[src/rtl/stage_writeback.sv]
// Writeback stage: commits modify-stage results to the data RAM or the output port,
// services input-port reads, and closes the drdy/ack handshake with the modify stage.
module stage_writeback #(
    parameter int D_WIDTH    = 8,
    parameter int C_WIDTH    = 16,
    parameter int OPCODE_MSB = 3,
    parameter int OP_INC     = 0,
    parameter int OP_DEC     = 1,
    parameter int OP_IN      = 2,
    parameter int OP_OUT     = 3
) (
    input  logic                 clk,
    input  logic                 reset,
    input  logic [OPCODE_MSB:0]  operation_in,
    input  logic [D_WIDTH-1:0]   a_in,
    input  logic                 drdy_in,
    output logic                 ack,
    output logic [D_WIDTH-1:0]   d_wdata,
    output logic                 d_we,
    output logic [D_WIDTH-1:0]   out_data,
    output logic                 out_valid,
    input  logic                 out_ready,
    input  logic [D_WIDTH-1:0]   in_data,
    input  logic                 in_valid,
    output logic                 in_ready,
    output logic                 busy,
    output logic [C_WIDTH-1:0]   retired
);

    // state    | meaning
    // IDLE     | waiting for drdy_in from the modify stage
    // OUT_WAIT | out_data presented, waiting for out_ready
    // IN_WAIT  | in_ready raised, waiting for in_valid
    // DONE     | op committed, ack held until drdy_in drops
    typedef enum logic [1:0] {
        IDLE     = 2'd0,
        OUT_WAIT = 2'd1,
        IN_WAIT  = 2'd2,
        DONE     = 2'd3
    } state_t;

    state_t               state_q, state_d;
    logic                 ack_q, ack_d;
    logic                 d_we_q, d_we_d;
    logic [D_WIDTH-1:0]   d_wdata_q, d_wdata_d;
    logic [D_WIDTH-1:0]   out_data_q, out_data_d;
    logic                 out_valid_q, out_valid_d;
    logic                 in_ready_q, in_ready_d;
    logic                 busy_q, busy_d;
    logic [C_WIDTH-1:0]   retired_q, retired_d;

    always_ff @(posedge clk) begin
        if (!reset) begin
            state_q     <= IDLE;
            ack_q       <= 1'b0;
            d_we_q      <= 1'b0;
            d_wdata_q   <= '0;
            out_data_q  <= '0;
            out_valid_q <= 1'b0;
            in_ready_q  <= 1'b0;
            busy_q      <= 1'b0;
            retired_q   <= '0;
        end else begin
            state_q     <= state_d;
            ack_q       <= ack_d;
            d_we_q      <= d_we_d;
            d_wdata_q   <= d_wdata_d;
            out_data_q  <= out_data_d;
            out_valid_q <= out_valid_d;
            in_ready_q  <= in_ready_d;
            busy_q      <= busy_d;
            retired_q   <= retired_d;
        end
    end

    always_comb begin
        state_d     = state_q;
        ack_d       = ack_q;
        d_we_d      = 1'b0;
        d_wdata_d   = d_wdata_q;
        out_data_d  = out_data_q;
        out_valid_d = out_valid_q;
        in_ready_d  = in_ready_q;
        retired_d   = retired_q;

        unique case (state_q)
            IDLE: begin
                if (drdy_in) begin
                    if (operation_in[OP_INC] || operation_in[OP_DEC]) begin
                        d_wdata_d = a_in;
                        d_we_d    = 1'b1;
                        ack_d     = 1'b1;
                        retired_d = retired_q + C_WIDTH'(1);
                        state_d   = DONE;
                    end else if (operation_in[OP_OUT]) begin
                        out_data_d  = a_in;
                        out_valid_d = 1'b1;
                        state_d     = OUT_WAIT;
                    end else if (operation_in[OP_IN]) begin
                        in_ready_d = 1'b1;
                        state_d    = IN_WAIT;
                    end else begin
                        // Unrecognised opcodes retire without touching RAM or ports.
                        ack_d     = 1'b1;
                        retired_d = retired_q + C_WIDTH'(1);
                        state_d   = DONE;
                    end
                end
            end
            OUT_WAIT: begin
                if (out_valid_q && out_ready) begin
                    out_valid_d = 1'b0;
                    ack_d       = 1'b1;
                    retired_d   = retired_q + C_WIDTH'(1);
                    state_d     = DONE;
                end
            end
            IN_WAIT: begin
                if (in_ready_q && in_valid) begin
                    d_wdata_d  = in_data;
                    d_we_d     = 1'b1;
                    in_ready_d = 1'b0;
                    ack_d      = 1'b1;
                    retired_d  = retired_q + C_WIDTH'(1);
                    state_d    = DONE;
                end
            end
            DONE: begin
                // drdy_in is only watched for its fall here, so a held request commits once.
                if (!drdy_in) begin
                    ack_d   = 1'b0;
                    state_d = IDLE;
                end
            end
            default: state_d = IDLE;
        endcase

        busy_d = (state_d != IDLE);
    end

    assign ack       = ack_q;
    assign d_we      = d_we_q;
    assign d_wdata   = d_wdata_q;
    assign out_data  = out_data_q;
    assign out_valid = out_valid_q;
    assign in_ready  = in_ready_q;
    assign busy      = busy_q;
    assign retired   = retired_q;

endmodule

[config.mk]
export PLATFORM = sky130hd
export DESIGN_NAME = stage_writeback
export DESIGN_NICKNAME = d
export VERILOG_FILES = /design/src/rtl/stage_writeback.sv
export SDC_FILE = /design/constraint.sdc
export NUM_CORES = 1
export LEC_CHECK = 0
export CORE_MARGIN = 3
export CORE_UTILIZATION = 47
export CTS_BUF_LIST = sky130_fd_sc_hd__clkbuf_8
export CTS_CLUSTER_DIAMETER = 40
export CTS_CLUSTER_SIZE = 14
export DETAILED_ROUTE_END_ITERATION = 6
export PLACE_DENSITY = 0.91
export SLEW_MARGIN = 0
export SYNTH_ARGS = -nofsm -noshare
export SYNTH_HDL_FRONTEND = slang
export SYNTH_SLANG_ARGS = --single-unit
[constraint.sdc]
create_clock -name clk -period 1.78 [get_ports clk]
set_input_delay 0.445 -clock clk [delete_from_list [all_inputs] [get_ports clk]]
set_output_delay 0.445 -clock clk [all_outputs]
set_load 0.01 [all_outputs]
### Clock network drawn from the DEF, run 1

Scale bar: 20 um.
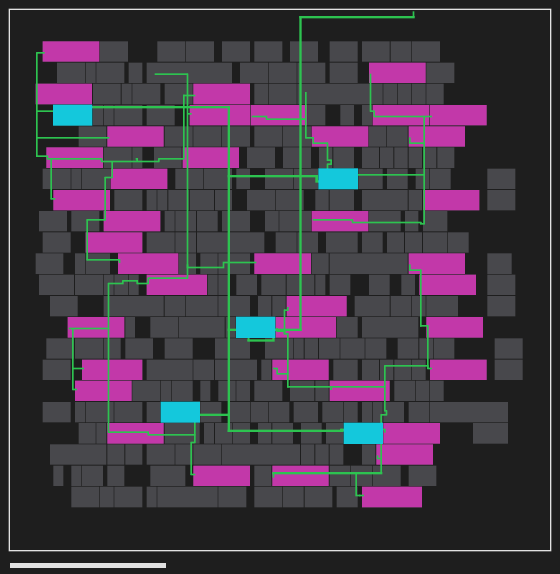
Cyan shows clock drivers, count 5. Green shows clock wires, length 528 um. Magenta shows flip-flops, count 39.
There are 6 routed clock nets.

### The metal 3 layer, run 1

Scale bar: 20 um.
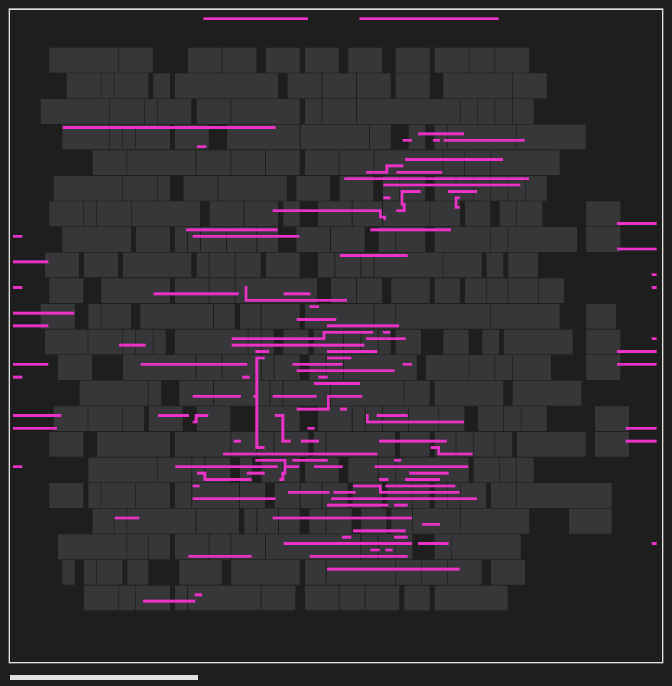
The layer carries 601 um of wire. The longest straight run is 22.3 um.
vias post-DR: 2205
GR met3 Demand/Resource: 7.826%
final WL: 7133 um

### Met2 routing, run 1

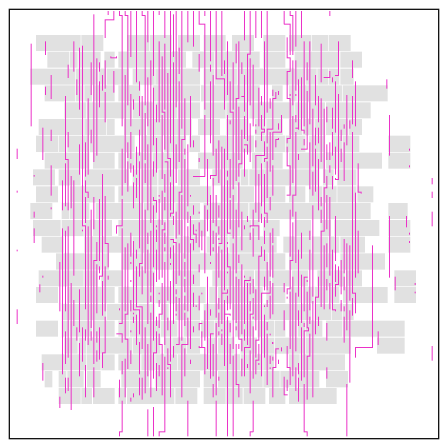
The layer carries 3330 um of wire. The longest straight run is 29.1 um. The wires run mostly vertical.
met2 GRT Util: 44.39%

==> results.json, run 1 <==
{
  "syn-cell-area_sq_um": 1881,
  "synth_nets": 236,
  "clock.latency.late_pin_ns": 0.31,
  "fmax_ghz": 0.5631,
  "cts_tree": "yes",
  "start_kind": "flop",
  "top_area_cell_class": "multi-input combinational cells",
  "pg_comb_uw": 502,
  "finalSetupViolations": 0,
  "maxSlewHeadroom_pct": 66.53,
  "cts-root-buf": "clkbuf_8",
  "synth_seq_share_pct": 41.52,
  "period_minus_slack_ns": 1.776,
  "num_rows": 22,
  "area_share_clock_buf_inv_pct": 4.402,
  "first_pass_iters": 5,
  "pwr-share-comb_pct": 21.5,
  "worst_slack_ns": 0.004002,
  "p_sw_share_pct": 25.80,
  "well_tap_count": 48,
  "synthTopLogicFamily": "simple AND/OR/NAND/NOR gates",
  "htreeDepth": 2,
  "clockPowerShare_pct": 38.2,
  "largest_reg_flops": 16,
  "hold_viol": 0,
  "seqPwrFrac_pct": 40.2,
  "worst_clock_skew_ns": 0.007630,
  "cts_resized": 23,
  "comb_cells": 154,
  "fillers": 213,
  "nNonClkInverters": 6,
  "leakagePower_uw": 0.001106,
  "die_x_um": 69.26,
  "ys_sh_simple_pct": 23.35,
  "final_layout_size_suffix_gt1_share_pct": 21.28,
  "fin_nets": 321,
  "flop_area_sq_um": 790.8,
  "warning_count": 26,
  "synthXorXnorAreaFrac_pct": 0,
  "ys_ff": 39,
  "postCtsSetupBuffers": 5,
  "netlist_instances": 210,
  "p_seq_uw": 937,
  "r2r_cells": 6,
  "mux_area_share_pct": 11.71,
  "min_path_cells": 2,
  "slew_violations": 0,
  "ff_count": 39,
  "p_per_area_nw_per_um2": 773.4,
  "vias_per_cell": 6.410,
  "buffers": 89,
  "die_area_sq_um": 4796,
  "placed_area_sq_um": 2660,
  "grt_max_degree": 34,
  "io_buffers": 61,
  "mostFrequentLayoutCell": "clkdlybuf4s50_1",
  "ys_sh_aoi_pct": 18.03,
  "powerClk_uw": 891,
  "comb_area_sq_um": 1122,
  "outcome": "completed",
  "antenna_found_initial": 0,
  "bufAreaShareNonClock_pct": 29.36,
  "ys_area_sq_um": 1881,
  "drt_iter0_drc": 301,
  "cp_max_fo": 10,
  "final_area_sq_um": 3013,
  "clkbuf_count": 5,
  "overflow": 0,
  "setup_tns_ns": 0,
  "p_int_uw": 1729,
  "use_met1_pct": 32.79,
  "grt_pass1_vias": 2019,
  "post_layout_nonfiller_instances": 344,
  "whs_ns": 0.4788,
  "drc": 0,
  "hold_path_class": "flop to flop",
  "period_used_pct": 99.78,
  "grt_pass1_wl_um": 10290,
  "power_uw": 2330,
  "place_inst": 327,
  "ir_drop_mv": 0.7882,
  "sh_comb_area_pct": 37.25,
  "yosys_warnings": 0,
  "grt.total_usage_pct": 27.24,
  "antenna_left": 0,
  "gp_congestion": 0.8218,
  "sh_seq_area_pct": 26.25,
  "power.switching_uw": 601.2,
  "crit_arrival_ns": 1.99,
  "insertedDiodeCount": 0,
  "critPathMaxStageDelay_ns": 0.44,
  "core_region_area_sq_um": 3771,
  "chipHeight_um": 69.26,
  "clk_pin_slew_ns": 0.08,
  "hpwlAfterDp_um": 3784,
  "synth_cell_type_count": 38,
  "fin_util_pct": 79.89,
  "core_util_floorplan_pct": 49.87,
  "clk_path_buf_depth": 2,
  "endpoint_kind": "flop",
  "wl_per_cell_um": 20.74,
  "worstPathCellList": "buf_4, o32ai_4, buf_6, buf_16, nor4b_4, mux2i_1",
  "synth_adder_area_share_pct": 0.6653,
  "boundaryPins": 62,
  "cp.required_ns": 2.00,
  "worstSetupPathType": "flop to flop",
  "top_usage_layer": "met2",
  "cts_hold_buf": 0,
  "syn_area_per_cell_sq_um": 8.955,
  "yosys-stat-cells": 210,
  "crit_path_top_delay_cell": "dfxtp_1",
  "numCtsBuffers": 5,
  "post-place-ws_ns": -0.3744,
  "cts.sinks": 39,
  "maxCapViolCount": 0,
  "areaGrowthSynthToFinish_pct": 60.21,
  "tightestPinTransition_ns": 0.5003,
  "power-top-group": "sequential cells",
  "lay_top_cells": "clkdlybuf4s50_1, dfxtp_1, mux2i_1, buf_4, a21oi_1"
}
run 1: critical path: cells and delay by family, from the launching register on:
| family | cells | cell delay [ns] |
|---|---|---|
| AND/OR/NAND/NOR | 1 | 0.29 |
| multiplexers | 1 | 0.28 |
| buffers and inverters | 3 | 0.51 |
| AND-OR/OR-AND | 1 | 0.15 |
| flip-flops | 1 | 0.44 |
run 1: cell usage after synthesis:
cell type  number  share of area, %
mux2i_1        22                12
a31oi_1         2              0.67
or4_1           7               2.8
inv_1           6               1.2
buf_4           3               1.2
a2bb2oi_1       1              0.47
or2_2           1              0.33
or3b_1          1              0.47
clkbuf_2        1              0.27
dfxtp_1        39                42
buf_6           1              0.60
clkbuf_1        6               1.2
o21ba_4         1              0.87
and3_1          2              0.67
a21oi_1        23               6.1
o21bai_1        1              0.40
and2_1          2              0.67
o21ai_1         2              0.53
and2b_1         3               1.2
nor2_1         12               2.4
o32ai_4         1               1.5
buf_2           1              0.27
a41oi_1         1              0.47
nor4b_2         1              0.80
nor4_1          5               1.7
nor4b_1         1              0.47
or3_1          11               3.7
a21boi_0        1              0.40
and3_4          1              0.60
o31ai_1         8               3.2
nand3_1         4               1.1
o21ai_0        13               3.5
nand2_1        13               2.6
nand4_1         3               1.0
ha_1            1              0.67
nand2b_1        6               2.0
nor3_1          2              0.53
and3b_1         1              0.47
run 1: path summary, 6_finish.rpt:
| path | start | to | slack, ns |
|---|---|---|---|
| hold / removal | d_wdata[0] | d_wdata[0] | 0.48 |
| setup / recovery | state_q[0] | retired[7] | 0.004 |
| hold reg to reg | d_wdata[0] | d_wdata[0] | 0.48 |
| setup reg to reg | state_q[0] | retired[7] | 0.004 |
run 1: layer usage:
layer  vias up  wire length (um)
met4         0               384
met5         -                 0
met3        53               601
met1      1041              2812
li1        946                 -
met2       165              3334
--- run 2 (diff from run 1) ---
- CORE_UTILIZATION: 47 -> 40
- PLACE_DENSITY: 0.91 -> 0.8
- SLEW_MARGIN: 0 -> 20
### Clock network drawn from the DEF, run 2

Scale bar: 20 um.
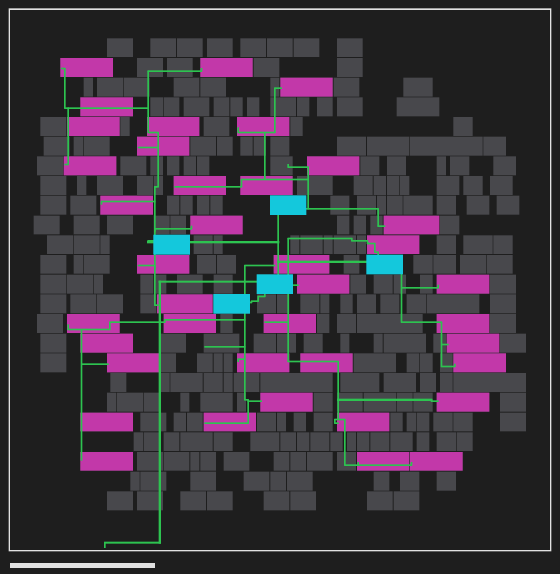
Cyan shows clock drivers, count 5. Magenta shows flip-flops, count 39. Green shows clock wires, length 474 um.
There are 6 routed clock nets.
latest clock arrival within the worst-skew pair: 0.29 ns
clk pwr: 621 uW

==> run 2 against run 1 <==
  * Clock power fell by about 30%
  * Critical endpoint is now retired[6]
  * Via count fell by 16%
  * Worst setup slack improved by 0.0045 ns
==> results.json, run 2 <==
{
  "outcome": "completed",
  "maxCapViolCount": 0,
  "edf_count": 0,
  "htreeDepth": 2,
  "worstSetupPathType": "input pin to flop",
  "insertedDiodeCount": 0,
  "gp_congestion": 0.7736,
  "numCtsBuffers": 5,
  "crit_path_top_delay_cell": "or4_4",
  "lay_top_cells": "clkdlybuf4s50_1, dfxtp_1, a21oi_1, buf_4, mux2i_1",
  "grt.total_usage_pct": 18.52,
  "synthTopCellsByArea": "dfxtp_1, mux2i_1, a21oi_1",
  "p_per_area_nw_per_um2": 687.9,
  "fmax_ghz": 0.5645,
  "yosysMostFrequentCell": "dfxtp_1",
  "period_minus_slack_ns": 1.771,
  "netlist_instances": 210,
  "netlist.area_leader.share_pct": 41.52,
  "post-place-ws_ns": -0.3736,
  "cp.required_ns": 2.00,
  "ys_area_sq_um": 1881,
  "vias_per_cell": 5.357,
  "placed_area_sq_um": 2680,
  "syn-cell-area_sq_um": 1881,
  "critPathTopFamily": "simple AND/OR/NAND/NOR gates",
  "hold_path_class": "flop to flop",
  "hold_viol": 0,
  "grt_pass1_vias": 1744,
  "slew_violations": 0,
  "grt_pass1_wl_um": 7997,
  "mostFrequentLayoutCell": "clkdlybuf4s50_1",
  "die_x_um": 74.57,
  "drc": 0,
  "final_layout_size_suffix_gt1_share_pct": 18.98,
  "largest_reg_flops": 16,
  "ir_drop_mv": 0.4575,
  "critPathMaxStageDelay_ns": 0.51,
  "top_cells_by_count": "dfxtp_1, a21oi_1, mux2i_1",
  "cts-root-buf": "clkbuf_8",
  "maxSlewHeadroom_pct": 72.86,
  "synth_nets": 236,
  "clk_pin_slew_ns": 0.07,
  "syn_area_per_cell_sq_um": 8.955,
  "first_pass_iters": 4,
  "wl_per_cell_um": 14.65,
  "synth_cell_type_count": 38,
  "ys_ff": 39,
  "hpwlAfterDp_um": 3432,
  "leakagePower_uw": 0.001067,
  "antenna_left": 0,
  "yosys_warnings": 0,
  "fin_nets": 320,
  "vias": 1859,
  "ys.flop_type": "dfxtp_1",
  "endpoint_kind": "flop",
  "grt_max_degree": 20,
  "core_region_area_sq_um": 4444,
  "wl_um": 5084,
  "synth-async-reset-ratio_pct": 0,
  "boundaryPins": 62,
  "synth_seq_share_pct": 41.52,
  "overflow": 0,
  "areaGrowthSynthToFinish_pct": 56.35,
  "cts_tree": "yes",
  "whs_ns": 0.4730,
  "cts.sinks": 39,
  "core_util_floorplan_pct": 42.31,
  "fillers": 359,
  "cts_hold_buf": 0,
  "finalSetupViolations": 0,
  "clk_path_buf_depth": 2,
  "tightestPinTransition_ns": 0.4071,
  "cp_max_fo": 10,
  "chipHeight_um": 74.57,
  "warning_count": 27,
  "io_buffers": 61
}
## run 2: cell families (layout without fill, tap and decap cells)
family                     after synthesis  after routing  share of synthesized area, %
DFF                                     39             39                         41.52
buffers and inverters                   18            103                         4.723
AOI/OAI and AO/OA                       54             54                         18.03
adders and majority gates                1              1                        0.6652
and+or+nand+nor                         76             76                         23.35
muxes                                   22             22                         11.71
## run 2: power by group
group	internal (uW)	switching [uW]
Clock	312	309
Sequential	908	24.9
Combinational	266	203
Total	1490	537
## run 2: repair_timing
action                                  CTS  global route
hold endpoints to repair                  0             0
gates resized                            13            17
buffers inserted                          1             2
pin swaps                                 5             5
cloned                                    3             1
endpoints found under the setup margin   19            19
## run 2: metrics by stage
step | TNS, ns | cells | power (uW)
after floorplan | 0 | 210 | 1142
after global placement | -9.008 | 334 | 1332
after detailed placement | -10.15 | 334 | 1340
after CTS | -0.3734 | 345 | 2013
after global routing | -0.1083 | 347 | 2116
final | 0 | 347 | 2023
## run 2: final cells by class
| type | count | area, sq um | area share, % |
|---|---|---|---|
| multi-input combinational | 153 | 1086 | 36.94 |
| clock inverter | 2 | 12.51 | 0.4255 |
| timing repair buffer | 89 | 887.1 | 30.17 |
| sequential | 39 | 784.5 | 26.68 |
| tap | 52 | 65.06 | 2.213 |
| clock buffer | 6 | 82.58 | 2.809 |
| inverter | 6 | 22.52 | 0.7660 |
## run 2: routing by layer
layer  share of wire (%)  wire (um)  global-route usage, %
met1                  45       2265                  24.28
met2                  49       2483                  30.83
met3                 5.8        295                  4.324
met4                0.79         40                  4.545
met5                   0          0                      0
## run 2: final timing paths
path                from     endpoint  slack (ns)  cells after the start
max            out_ready   retired[6]       0.009                      5
min          retired[15]  retired[15]        0.47                      2
max reg2reg   retired[3]  retired[11]        0.11                      4
min reg2reg  retired[15]  retired[15]        0.47                      2
--- run 3 (diff from run 2) ---
- RECOVER_POWER: not set -> 25
### The metal 3 layer, run 3

Scale bar: 20 um.
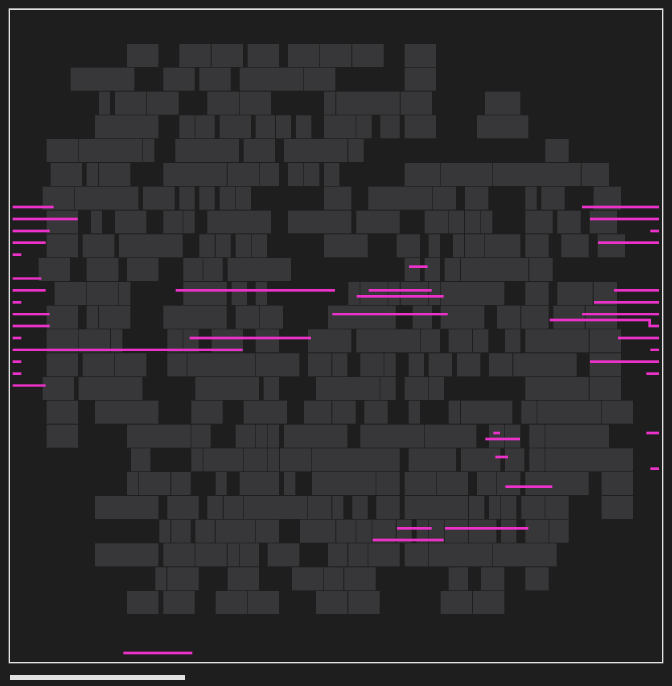
final WL: 5080 um
GR met3 Demand/Resource: 4.324%
vias post-DR: 1856

==> run 3 against run 2 <==
  * Utilization is 0.70 points lower
  * Non-clock buffer count stayed put
  * First-iteration DRC count is 17% higher
  * Worst setup slack worse by 0.0054 ns
  * Power is 1.1% lower
  * Clock skew is 0.0010 ns lower
  * Fmax is 0.31% lower
  * Sequential cell count stayed put
  * Critical path type unchanged
==> results.json, run 3 <==
{
  "edf_count": 0,
  "worstSetupPathType": "input pin to flop",
  "cp_max_fo": 10,
  "critPathMaxStageDelay_ns": 0.51,
  "fmax_ghz": 0.5628,
  "synth_seq_share_pct": 41.52,
  "clk_pin_slew_ns": 0.07,
  "num_rows": 24,
  "overflow": 0,
  "io_buffers": 61,
  "yosys-stat-cells": 210,
  "place_inst": 334,
  "top_cells_by_count": "dfxtp_1, a21oi_1, mux2i_1",
  "start_kind": "input pin",
  "vias_per_cell": 5.349,
  "fin_util_pct": 65.46,
  "hold_path_class": "flop to flop",
  "fin_nets": 320,
  "synth_nets": 236,
  "yosys_warnings": 0,
  "first_pass_iters": 5,
  "cts-root-buf": "clkbuf_8",
  "drt_iter0_drc": 127,
  "synthTopCellsByArea": "dfxtp_1, mux2i_1, a21oi_1",
  "hpwlAfterDp_um": 3432,
  "whs_ns": 0.4735,
  "chipHeight_um": 74.57,
  "netlist.area_leader.share_pct": 41.52,
  "maxSlewHeadroom_pct": 75.57,
  "largest_reg_flops": 16,
  "final_area_sq_um": 2909,
  "ys.flop_type": "dfxtp_1",
  "fillers": 366,
  "core_util_floorplan_pct": 42.31,
  "antenna_found_initial": 0,
  "crit_path_top_delay_cell": "clkdlybuf4s50_1",
  "boundaryPins": 62,
  "synth-async-reset-ratio_pct": 0,
  "p_per_area_nw_per_um2": 687.8,
  "gp_congestion": 0.7736,
  "cts_tree": "yes",
  "grt_pass1_vias": 1744,
  "maxCapViolCount": 0,
  "numCtsBuffers": 5,
  "leakagePower_uw": 0.001047,
  "warning_count": 27,
  "placed_area_sq_um": 2680,
  "cp.required_ns": 2.00,
  "post-place-ws_ns": -0.3736,
  "critPathTopFamily": "simple AND/OR/NAND/NOR gates",
  "lay_top_cells": "clkdlybuf4s50_1, dfxtp_1, a21oi_1",
  "worst_clock_skew_ns": 0.01355,
  "grt_max_degree": 20,
  "clk_path_buf_depth": 2,
  "finalSetupViolations": 0,
  "mostFrequentLayoutCell": "clkdlybuf4s50_1",
  "insertedDiodeCount": 0,
  "slew_violations": 0,
  "power_uw": 2001,
  "setup_tns_ns": 0,
  "yosysTopAreaCell": "dfxtp_1",
  "tightestPinTransition_ns": 0.3665,
  "netlist_instances": 210,
  "post_layout_nonfiller_instances": 347,
  "die_x_um": 74.57,
  "wl_per_cell_um": 14.64,
  "worstPathCellList": "clkdlybuf4s50_1, and3b_2, o21ai_4, or4_4, a21oi_2",
  "worst_slack_ns": 0.003081,
  "syn_area_per_cell_sq_um": 8.955,
  "final_layout_size_suffix_gt1_share_pct": 18.64,
  "crit_arrival_ns": 1.99,
  "antenna_left": 0,
  "cts_hold_buf": 0,
  "ys_area_sq_um": 1881,
  "grt_pass1_wl_um": 7997,
  "clock.latency.late_pin_ns": 0.29,
  "htreeDepth": 2,
  "synth_cell_type_count": 38,
  "grt.total_usage_pct": 18.52,
  "syn-cell-area_sq_um": 1881,
  "yosysMostFrequentCell": "dfxtp_1",
  "cts.sinks": 39,
  "ys_ff": 39,
  "core_region_area_sq_um": 4444,
  "outcome": "completed",
  "die_area_sq_um": 5560,
  "areaGrowthSynthToFinish_pct": 54.69,
  "endpoint_kind": "flop",
  "ir_drop_mv": 0.4539,
  "period_minus_slack_ns": 1.777,
  "period_used_pct": 99.83,
  "hold_viol": 0,
  "drc": 0,
  "cp.buffers_inverters": 1
}
==> run 3: final cells by class <==
type,instances,area [sq um],area share [%]
Timing Repair Buffer,89,855.8,29.42
Inverter,6,22.52,0.7742
Multi-Input combinational cell,153,1086,37.33
Clock buffer,6,82.58,2.839
Clock inverter,2,12.51,0.4301
Sequential cell,39,784.5,26.97
Tap cell,52,65.06,2.237
==> run 3: layer usage <==
layer  part of all wire, %  routed length (um)  vias up  track usage (%)
met5                     0                   0        -                0
met4                  0.75                  38        0            4.545
met3                   4.7                 239        4            4.324
met2                    49                2488       54            30.83
met1                    46                2313      858            24.28
li1                      -                   -      940                -
==> run 3: logic make-up (layout without fill, tap and decap cells) <==
kind of cell,count (synthesis),count (layout),share of synthesized area [%]
buffers and inverters,18,103,4.723
AOI/OAI and AO/OA,54,54,18.03
muxes,22,22,11.71
and+or+nand+nor,76,76,23.35
DFF,39,39,41.52
adders and majority gates,1,1,0.6652
==> run 3: worst paths after layout <==
check	startpoint	end	cells past startpoint	slack, ns
max	out_ready	retired[6]	5	0.003
min	retired[15]	retired[15]	2	0.47
max reg2reg	retired[3]	retired[11]	4	0.11
min reg2reg	retired[15]	retired[15]	2	0.47
==> run 3: worst register-to-register path, cell delays in order (launching register included) <==
cell     delay, ns
dfxtp_1       0.42
and3_2        0.26
nand4_1       0.27
or4_1         0.49
a21oi_1       0.14
==> run 3: where the power goes <==
group	internal (uW)	total (uW)	leakage (uW)	switching, uW
Sequential	908	932	0.000318	24.7
Clock	312	619	0.0000526	307
Combinational	248	450	0.000676	202
Total	1470	2000	0.00105	534
==> run 3: repair_timing <==
item / in CTS / in global routing
buffers inserted: 1 / 2
setup endpoints to repair: 19 / 19
pin swaps: 5 / 5
gates cloned: 3 / 1
resized: 13 / 17
No activity file was given, so power comes from the tool's default toggle rates.
